## config.mk

```make
export PLATFORM = sky130hd
export DESIGN_NAME = decode_pipe_flat
export DESIGN_NICKNAME = d
export VERILOG_FILES = /design/src/rtl/decode_pipe_if.sv /design/src/rtl/decode_pipe.sv /design/src/flat_wrapper.sv
export SDC_FILE = /design/constraint.sdc
export NUM_CORES = 1
export LEC_CHECK = 0
export CELL_PAD_IN_SITES_DETAIL_PLACEMENT = 1
export CELL_PAD_IN_SITES_GLOBAL_PLACEMENT = 1
export CORE_UTILIZATION = 44
export DETAILED_ROUTE_END_ITERATION = 10
export PLACE_DENSITY = 0.94
export SYNTH_ARGS = -nofsm -noshare
export SYNTH_HDL_FRONTEND = slang
export SYNTH_SLANG_ARGS = --single-unit
```

## constraint.sdc

```tcl
create_clock -name clock -period 16.5 [get_ports clock]
set_clock_uncertainty 0.1 [all_clocks]
set_input_delay 1.65 -clock clock [delete_from_list [all_inputs] [get_ports clock]]
set_output_delay 1.65 -clock clock [all_outputs]
set_load 0.01 [all_outputs]
```

## src/rtl/decode_pipe_if.sv

```systemverilog
// decode_pipe_if: fetch-side and execute-side handshake bundle of the
// decode stage.
//   in_valid/in_ready/in_data/in_pc   : instruction stream from fetch
//   out_valid/out_ready/out_*         : micro-op stream towards execute
// The master modport drives instructions and consumes micro-ops.
// The decode stage itself uses the slave modport.
interface decode_pipe_if #(
    parameter int KIND_W = 6
) ();
    logic              in_valid;
    logic              in_ready;
    logic [31:0]       in_data;
    logic [31:0]       in_pc;
    logic              out_valid;
    logic              out_ready;
    logic [KIND_W-1:0] out_kind;
    logic [4:0]        out_rd;
    logic [4:0]        out_rs1;
    logic [4:0]        out_rs2;
    logic [31:0]       out_imm;
    logic [31:0]       out_pc;
    logic              out_illegal;

    modport master (
        output in_valid, in_data, in_pc, out_ready,
        input  in_ready, out_valid, out_kind, out_rd, out_rs1, out_rs2,
               out_imm, out_pc, out_illegal
    );

    modport slave (
        input  in_valid, in_data, in_pc, out_ready,
        output in_ready, out_valid, out_kind, out_rd, out_rs1, out_rs2,
               out_imm, out_pc, out_illegal
    );
endinterface

```

## src/rtl/decode_pipe.sv

```systemverilog
// decode_pipe: RV32 decode stage. Decodes one instruction per cycle into a
// micro-op and buffers it in a FIFO_DEPTH-entry output FIFO. Illegal words
// become trap micro-ops and latch a sticky error (cause + PC).
// Ports:
//   clock, reset     : clock, synchronous active-high reset
//   bus (slave)      : in_* from fetch, out_* towards execute
//   flush            : drop buffered uops and refuse input this cycle
//   err_pending/err_cause/err_pc/err_clear : sticky illegal-instruction latch
//   decoded_count    : number of accepted legal instructions (wraps)
module decode_pipe #(
    parameter int NUM_REGS   = 16,
    parameter int FIFO_DEPTH = 2,
    parameter int KIND_W     = 6,
    parameter int ERR_STALL  = 0
) (
    input  logic         clock,
    input  logic         reset,
    decode_pipe_if.slave bus,
    input  logic         flush,
    output logic         err_pending,
    output logic [2:0]   err_cause,
    output logic [31:0]  err_pc,
    input  logic         err_clear,
    output logic [31:0]  decoded_count
);
    localparam int PTR_W = (FIFO_DEPTH > 1) ? $clog2(FIFO_DEPTH) : 1;
    localparam int CNT_W = PTR_W + 1;

    localparam logic [6:0] OPC_LUI = 7'b0110111, OPC_AUIPC = 7'b0010111, OPC_JAL = 7'b1101111;
    localparam logic [6:0] OPC_JALR = 7'b1100111, OPC_BRANCH = 7'b1100011, OPC_LOAD = 7'b0000011;
    localparam logic [6:0] OPC_STORE = 7'b0100011, OPC_OPIMM = 7'b0010011, OPC_OP = 7'b0110011;
    localparam logic [6:0] OPC_MISC = 7'b0001111, OPC_SYSTEM = 7'b1110011;
    localparam logic [6:0] F7_ZERO = 7'b0000000, F7_ALT = 7'b0100000;

    // instruction_kind encoding, numbered from 0 in this order
    typedef enum logic [5:0] {
        INST_NOP, INST_LUI, INST_AUIPC, INST_JAL, INST_JALR,
        INST_BEQ, INST_BNE, INST_BLT, INST_BGE, INST_BLTU, INST_BGEU,
        INST_LB, INST_LH, INST_LW, INST_LBU, INST_LHU, INST_SB, INST_SH, INST_SW,
        INST_ADDI, INST_SLTI, INST_SLTIU, INST_XORI, INST_ORI, INST_ANDI,
        INST_SLLI, INST_SRLI, INST_SRAI, INST_ADD, INST_SUB, INST_SLL, INST_SLT,
        INST_SLTU, INST_XOR, INST_SRL, INST_SRA, INST_OR, INST_AND
    } instruction_kind_e;

    typedef struct packed {
        logic              illegal;
        logic [KIND_W-1:0] kind;
        logic [4:0]        rd;
        logic [4:0]        rs1;
        logic [4:0]        rs2;
        logic [31:0]       imm;
        logic [31:0]       pc;
    } uop_t;

    function automatic logic reg_out_of_range(input logic [4:0] idx);
        reg_out_of_range = ({27'd0, idx} >= 32'(NUM_REGS));
    endfunction

    uop_t              mem_r [FIFO_DEPTH];
    logic [PTR_W-1:0]  wr_ptr_r, rd_ptr_r;
    logic [CNT_W-1:0]  count_r;
    logic              err_pending_r;
    logic [2:0]        err_cause_r;
    logic [31:0]       err_pc_r, decoded_count_r;

    logic [31:0]       d_s;
    instruction_kind_e kind_s;
    logic [31:0]       imm_s;
    logic              use_rd_s, use_rs1_s, use_rs2_s;
    logic              bad_op_s, bad_f3_s, bad_f7_s, bad_reg_s;
    logic [2:0]        cause_s;
    uop_t              entry_s, head_s;
    logic              in_ready_s, out_valid_s, push_s, pop_s;

    assign d_s         = bus.in_data;
    assign out_valid_s = (count_r != CNT_W'(1'b0));
    // No pass-through: a full FIFO refuses input even if it pops this cycle.
    assign in_ready_s  = (count_r < CNT_W'(FIFO_DEPTH)) && !((ERR_STALL != 0) && err_pending_r) && !flush;
    assign push_s      = bus.in_valid && in_ready_s;
    assign pop_s       = out_valid_s && bus.out_ready && !flush;

    // Decode opcode/funct fields into a kind, immediate and register usage.
    always_comb begin
        kind_s    = INST_NOP;
        imm_s     = 32'd0;
        use_rd_s  = 1'b0;
        use_rs1_s = 1'b0;
        use_rs2_s = 1'b0;
        bad_op_s  = 1'b0;
        bad_f3_s  = 1'b0;
        bad_f7_s  = 1'b0;
        case (d_s[6:0])
            OPC_LUI, OPC_AUIPC: begin
                kind_s   = (d_s[6:0] == OPC_LUI) ? INST_LUI : INST_AUIPC;
                use_rd_s = 1'b1;
                imm_s    = {d_s[31:12], 12'd0};
            end
            OPC_JAL: begin
                kind_s   = INST_JAL;
                use_rd_s = 1'b1;
                imm_s    = {{11{d_s[31]}}, d_s[31], d_s[19:12], d_s[20], d_s[30:21], 1'b0};
            end
            OPC_JALR: begin
                kind_s    = INST_JALR;
                use_rd_s  = 1'b1;
                use_rs1_s = 1'b1;
                imm_s     = {{20{d_s[31]}}, d_s[31:20]};
                bad_f3_s  = (d_s[14:12] != 3'b000);
            end
            OPC_BRANCH: begin
                use_rs1_s = 1'b1;
                use_rs2_s = 1'b1;
                imm_s     = {{19{d_s[31]}}, d_s[31], d_s[7], d_s[30:25], d_s[11:8], 1'b0};
                case (d_s[14:12])
                    3'b000:  kind_s = INST_BEQ;
                    3'b001:  kind_s = INST_BNE;
                    3'b100:  kind_s = INST_BLT;
                    3'b101:  kind_s = INST_BGE;
                    3'b110:  kind_s = INST_BLTU;
                    3'b111:  kind_s = INST_BGEU;
                    default: bad_f3_s = 1'b1;
                endcase
            end
            OPC_LOAD: begin
                use_rd_s  = 1'b1;
                use_rs1_s = 1'b1;
                imm_s     = {{20{d_s[31]}}, d_s[31:20]};
                case (d_s[14:12])
                    3'b000:  kind_s = INST_LB;
                    3'b001:  kind_s = INST_LH;
                    3'b010:  kind_s = INST_LW;
                    3'b100:  kind_s = INST_LBU;
                    3'b101:  kind_s = INST_LHU;
                    default: bad_f3_s = 1'b1;
                endcase
            end
            OPC_STORE: begin
                use_rs1_s = 1'b1;
                use_rs2_s = 1'b1;
                imm_s     = {{20{d_s[31]}}, d_s[31:25], d_s[11:7]};
                case (d_s[14:12])
                    3'b000:  kind_s = INST_SB;
                    3'b001:  kind_s = INST_SH;
                    3'b010:  kind_s = INST_SW;
                    default: bad_f3_s = 1'b1;
                endcase
            end
            OPC_OPIMM: begin
                use_rd_s  = 1'b1;
                use_rs1_s = 1'b1;
                imm_s     = {{20{d_s[31]}}, d_s[31:20]};
                case (d_s[14:12])
                    3'b000:  kind_s = INST_ADDI;
                    3'b010:  kind_s = INST_SLTI;
                    3'b011:  kind_s = INST_SLTIU;
                    3'b100:  kind_s = INST_XORI;
                    3'b110:  kind_s = INST_ORI;
                    3'b111:  kind_s = INST_ANDI;
                    3'b001: begin
                        kind_s   = INST_SLLI;
                        imm_s    = {27'd0, d_s[24:20]};
                        bad_f7_s = (d_s[31:25] != F7_ZERO);
                    end
                    default: begin
                        kind_s   = (d_s[31:25] == F7_ALT) ? INST_SRAI : INST_SRLI;
                        imm_s    = {27'd0, d_s[24:20]};
                        bad_f7_s = (d_s[31:25] != F7_ZERO) && (d_s[31:25] != F7_ALT);
                    end
                endcase
            end
            OPC_OP: begin
                use_rd_s  = 1'b1;
                use_rs1_s = 1'b1;
                use_rs2_s = 1'b1;
                bad_f7_s  = (d_s[31:25] != F7_ZERO);
                case (d_s[14:12])
                    3'b000: begin
                        kind_s   = (d_s[31:25] == F7_ALT) ? INST_SUB : INST_ADD;
                        bad_f7_s = (d_s[31:25] != F7_ZERO) && (d_s[31:25] != F7_ALT);
                    end
                    3'b101: begin
                        kind_s   = (d_s[31:25] == F7_ALT) ? INST_SRA : INST_SRL;
                        bad_f7_s = (d_s[31:25] != F7_ZERO) && (d_s[31:25] != F7_ALT);
                    end
                    3'b001:  kind_s = INST_SLL;
                    3'b010:  kind_s = INST_SLT;
                    3'b011:  kind_s = INST_SLTU;
                    3'b100:  kind_s = INST_XOR;
                    3'b110:  kind_s = INST_OR;
                    default: kind_s = INST_AND;
                endcase
            end
            OPC_MISC, OPC_SYSTEM: kind_s = INST_NOP;
            default: bad_op_s = 1'b1;
        endcase
    end

    // Prioritise the legality checks and build the micro-op to push.
    always_comb begin
        bad_reg_s = (use_rd_s && reg_out_of_range(d_s[11:7])) ||
                    (use_rs1_s && reg_out_of_range(d_s[19:15])) ||
                    (use_rs2_s && reg_out_of_range(d_s[24:20]));
        if (bad_op_s) begin
            cause_s = 3'd1;
        end else if (bad_f3_s) begin
            cause_s = 3'd2;
        end else if (bad_f7_s) begin
            cause_s = 3'd3;
        end else if (bad_reg_s) begin
            cause_s = 3'd4;
        end else begin
            cause_s = 3'd0;
        end
        entry_s.pc = bus.in_pc;
        if (cause_s != 3'd0) begin
            entry_s.illegal = 1'b1;
            entry_s.kind    = KIND_W'(INST_NOP);
            entry_s.rd      = 5'd0;
            entry_s.rs1     = 5'd0;
            entry_s.rs2     = 5'd0;
            entry_s.imm     = d_s;
        end else begin
            entry_s.illegal = 1'b0;
            entry_s.kind    = KIND_W'(kind_s);
            entry_s.rd      = use_rd_s  ? d_s[11:7]  : 5'd0;
            entry_s.rs1     = use_rs1_s ? d_s[19:15] : 5'd0;
            entry_s.rs2     = use_rs2_s ? d_s[24:20] : 5'd0;
            entry_s.imm     = imm_s;
        end
    end

    // FIFO storage; stale entries are masked by the occupancy count.
    always_ff @(posedge clock) begin
        if (push_s) begin
            mem_r[wr_ptr_r] <= entry_s;
        end
    end

    // FIFO pointers and occupancy.
    always_ff @(posedge clock) begin
        if (reset || flush) begin
            wr_ptr_r <= {PTR_W{1'b0}};
            rd_ptr_r <= {PTR_W{1'b0}};
            count_r  <= {CNT_W{1'b0}};
        end else begin
            if (push_s) wr_ptr_r <= wr_ptr_r + PTR_W'(1'b1);
            if (pop_s)  rd_ptr_r <= rd_ptr_r + PTR_W'(1'b1);
            case ({push_s, pop_s})
                2'b10:   count_r <= count_r + CNT_W'(1'b1);
                2'b01:   count_r <= count_r - CNT_W'(1'b1);
                default: count_r <= count_r;
            endcase
        end
    end

    // Sticky error latch; a new illegal beats a simultaneous clear.
    always_ff @(posedge clock) begin
        if (reset) begin
            err_pending_r <= 1'b0;
            err_cause_r   <= 3'd0;
            err_pc_r      <= 32'd0;
        end else if (push_s && entry_s.illegal && (!err_pending_r || err_clear)) begin
            err_pending_r <= 1'b1;
            err_cause_r   <= cause_s;
            err_pc_r      <= bus.in_pc;
        end else if (err_clear) begin
            err_pending_r <= 1'b0;
            err_cause_r   <= 3'd0;
            err_pc_r      <= 32'd0;
        end
    end

    // Count accepted legal instructions.
    always_ff @(posedge clock) begin
        if (reset) begin
            decoded_count_r <= 32'd0;
        end else if (push_s && !entry_s.illegal) begin
            decoded_count_r <= decoded_count_r + 32'd1;
        end
    end

    // Head of FIFO, forced to zero while empty.
    always_comb begin
        if (out_valid_s) begin
            head_s = mem_r[rd_ptr_r];
        end else begin
            head_s = {$bits(uop_t){1'b0}};
        end
    end

    assign bus.in_ready    = in_ready_s;
    assign bus.out_valid   = out_valid_s;
    assign bus.out_kind    = head_s.kind;
    assign bus.out_rd      = head_s.rd;
    assign bus.out_rs1     = head_s.rs1;
    assign bus.out_rs2     = head_s.rs2;
    assign bus.out_imm     = head_s.imm;
    assign bus.out_pc      = head_s.pc;
    assign bus.out_illegal = head_s.illegal;
    assign err_pending     = err_pending_r;
    assign err_cause       = err_cause_r;
    assign err_pc          = err_pc_r;
    assign decoded_count   = decoded_count_r;
endmodule

```

## src/flat_wrapper.sv

```systemverilog
// flat-port wrapper written by rule: the top's interface ports become plain ports
module decode_pipe_flat 
#(
    parameter int NUM_REGS   = 16,
    parameter int FIFO_DEPTH = 2,
    parameter int KIND_W     = 6,
    parameter int ERR_STALL  = 0
)
  (clock, reset, flush, err_pending, err_cause, err_pc, err_clear, decoded_count, bus_in_valid, bus_in_data, bus_in_pc, bus_out_ready, bus_in_ready, bus_out_valid, bus_out_kind, bus_out_rd, bus_out_rs1, bus_out_rs2, bus_out_imm, bus_out_pc, bus_out_illegal);
  decode_pipe_if #(.KIND_W(KIND_W)) bus_i ();
  input  logic clock;
  input  logic reset;
  input  logic flush;
  output logic err_pending;
  output logic [2:0] err_cause;
  output logic [31:0] err_pc;
  input  logic err_clear;
  output logic [31:0] decoded_count;
  input wire logic [$bits(bus_i.in_valid)-1:0] bus_in_valid;
  input wire logic [$bits(bus_i.in_data)-1:0] bus_in_data;
  input wire logic [$bits(bus_i.in_pc)-1:0] bus_in_pc;
  input wire logic [$bits(bus_i.out_ready)-1:0] bus_out_ready;
  output wire logic [$bits(bus_i.in_ready)-1:0] bus_in_ready;
  output wire logic [$bits(bus_i.out_valid)-1:0] bus_out_valid;
  output wire logic [$bits(bus_i.out_kind)-1:0] bus_out_kind;
  output wire logic [$bits(bus_i.out_rd)-1:0] bus_out_rd;
  output wire logic [$bits(bus_i.out_rs1)-1:0] bus_out_rs1;
  output wire logic [$bits(bus_i.out_rs2)-1:0] bus_out_rs2;
  output wire logic [$bits(bus_i.out_imm)-1:0] bus_out_imm;
  output wire logic [$bits(bus_i.out_pc)-1:0] bus_out_pc;
  output wire logic [$bits(bus_i.out_illegal)-1:0] bus_out_illegal;
  assign bus_i.in_valid = bus_in_valid;
  assign bus_i.in_data = bus_in_data;
  assign bus_i.in_pc = bus_in_pc;
  assign bus_i.out_ready = bus_out_ready;
  assign bus_in_ready = bus_i.in_ready;
  assign bus_out_valid = bus_i.out_valid;
  assign bus_out_kind = bus_i.out_kind;
  assign bus_out_rd = bus_i.out_rd;
  assign bus_out_rs1 = bus_i.out_rs1;
  assign bus_out_rs2 = bus_i.out_rs2;
  assign bus_out_imm = bus_i.out_imm;
  assign bus_out_pc = bus_i.out_pc;
  assign bus_out_illegal = bus_i.out_illegal;
  decode_pipe #(.NUM_REGS(NUM_REGS), .FIFO_DEPTH(FIFO_DEPTH), .KIND_W(KIND_W), .ERR_STALL(ERR_STALL)) u_core (.clock(clock), .reset(reset), .bus(bus_i), .flush(flush), .err_pending(err_pending), .err_cause(err_cause), .err_pc(err_pc), .err_clear(err_clear), .decoded_count(decoded_count));
endmodule
```

==> changes_impl.md <==
## Implementation

* Via density at 5.844
* Logic inverters at 13
* Worst VDD drop at 0.00006051 V
* Most numerous cell in the Yosys netlist: edfxtp_1
* DRT Pass-1 Iters at 5
* Adders+Majority by Area at 0.2253%
* Distinct lib cells at 68
* Rel. slew slack at between 10 and 15%
* Largest net degree at the start of global routing at just under 90
* Multi-input gate count at 628
* Yosys stat area at approximately 0.011 mm2
* Comb area leader: simple AND/OR/NAND/NOR gates
* Flop count at 245
* Starting Density at 45.27%
* Outcome: finished, final reports clean
* Power Density at 98.03 mW/mm2
* Hold slack at around 400 ps
* XOR Share, Synth at less than 1%
* Die W at 160.9 um
* Vias at 8737
* Sequential power at 681 uW
* Slowest stage delay, CP at 830 ps
* Post-CTS resize count at 0
* Sequential share of the synthesized area at 59.67%
* Number of enable flip-flop cells at 172
* Top power group: registers
* H-Tree Depth at 1
* Overall routed net length at 34450 um
* GRT Util Overall at 26.26%
* Slowest CP cell: nor2_4
* MUX share of area at between 10% and 20%
* RSZ-0062 raised after global routing: false
* First-pass GRT wire length at approximately 53000 um
* Cell Int Power at 1.106 mW
* Comb gate area at 0.004207 mm2
* Synth Flop Type: edfxtp_1
* Share of layout cells above drive strength 1 at approximately 7.9%
* Hold Violations, Final at 0
* Cycle use final at between 30% and 40%
* Clock Path Buffers at 3
* CP endpoint: u_core.mem_r[0][83]
* R2r worst-path depth at 5
* Routed wl met2 at around 17000 um
* # fillers at approximately 2.5k
* Post-synth regs at 245
* Vias in the first global route at 9193
* Setup ws final at between 10000 and 15000 ps
* Buf/Inv on CP at 3
* Worst skew pair latency at 530 ps
* Met3 wire length at between 1500 and 2000 um
* Core area at 0.02453 mm2
* CP Cell Sequence: clkdlybuf4s50_1 -> nor2_1 -> and2_1 -> clkinv_1 -> nor2_4 -> buf_4
* Buffers excl. clock at ~240
* Log Warnings at 26
* CP startpoint: flush
* Clock net power at roughly 630 uW
* DRC at 0
* Final HPWL DP at about 23000 um
* Num rows at 57
* Cells after Synth at roughly 950
* ANT nets after route at 0
* CP Depth at 6
* FF-to-FF Start: u_core.count_r[1]
* Tapcells inserted at 324
* Fin crit period at approximately 5400 ps
* Worst Max-Slew Pin Slew at 1299 ps
* Setup crit end kind: flop
* Cell type with the largest total area: edfxtp_1
* Met2 Resource Use GR at a little under half
* Clock-cell share at under 10%
* Combinational power at 119 uW
* Reg power frac at 47.8%
* Dominant cell area share at between 40% and 50%
* # diodes at 1
* Most used routing layer: met2
* Post-CTS setup buffers at 0
* Non-clock buffer share of cell area at 15.98%
* Initial antenna violation count at 1
* Total power at 1.424 mW
* Comb pwr share at 8.3%
* Hold Path Depth at 1
* Area delta synth->final at 30.82%
* Clk root buf: clkbuf_16
* Multi-input gate share of total cell area at 28.95%
* Yosys simple share at 15.53%
* Synth top cells by count: edfxtp_1 (172), nor2_1 (135), mux2i_1 (86)
* Compound Share, Synth at 11.06%
* M3 GR Usage at 3.900%
* Setup TNS at 0 ps
* Max layer used: met4
* Area-dominant class: flip-flops and latches
* Post-route cell area at 0.01453 mm2
* M1 wire length at approximately 14000 um
* Pre-CTS WS at 10600 ps
* Worst endpoint required time at 16550 ps
* Max Cap Viol at 0
* Hold buffer count at CTS at 0
* Crit Path Class: in -> reg
* Final #Nets at approximately 1.2k
* GPL Wtd Cong at between 0.8 and 0.9
* Yosys warning count at 0
* Dpl cells at 1445
* Clock share of power at 43.9%
* 1st-iter DRT viols at 675
* R2R Path End: u_core.mem_r[0][83]
* Top cells, area: edfxtp_1 (47%), dfxtp_1 (13%), mux2i_1 (7.8%)
* Drt wl/cell at around 23 um
* Total gr overflow at 0
* WHS Endpoint: u_core.err_pc[31]
* CLK BUF at 40
placed cells by master, fill, tap and decap left out, types with 4 or more instances in the layout:
master / instances
inv_1: 12
and3_1: 16
nand2_1: 30
nor2b_1: 35
and2_1: 15
o211a_1: 4
nor2_1: 132
nor4_1: 6
clkdlybuf4s50_1: 224
mux2_2: 24
dfxtp_1: 72
bufinv_16: 4
clkbuf_16: 28
buf_4: 10
clkbuf_1: 10
a31oi_1: 7
nand4b_1: 5
nand3_1: 18
a32o_1: 34
nor3_1: 41
edfxtp_1: 172
o41ai_1: 5
nand2b_1: 4
a22oi_1: 5
a21oi_1: 21
nand4_1: 18
conb_1: 6
mux2i_1: 86
a21o_1: 22
o21ai_0: 25
Fig. 1: where the registers sit
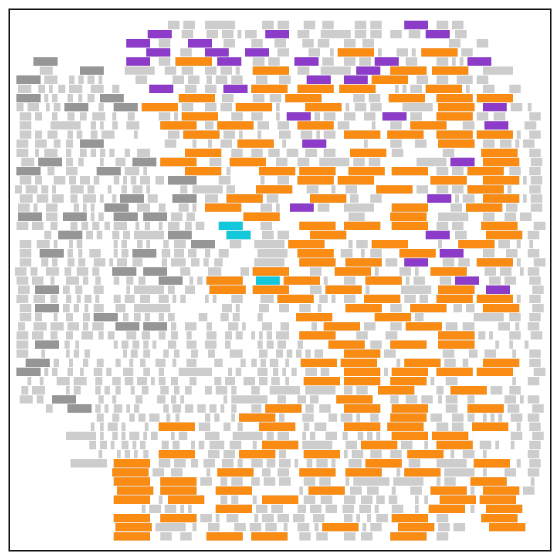
orange -> `u_core.mem_r`  # sequential cells 172
purple -> `u_core.err_pc`  # sequential cells 32
cyan -> `u_core.err_cause`  # sequential cells 3
not colored = 38
fin util: 59.22%
sequential cell area: 0.006630 mm2
Seq area share: 45.63%

Fig. 2: I/O nets highlighted
Bar = 50 um.
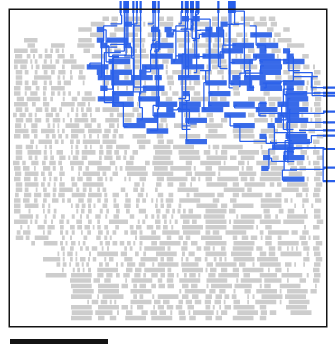
blue -> `bus_in_pc`  # bits 32, direction input, end cells 96, buffers 32, wire 2030 um
PortBufs: 225
I/O Pins: 226

Power is estimated from default activity; no workload was simulated.
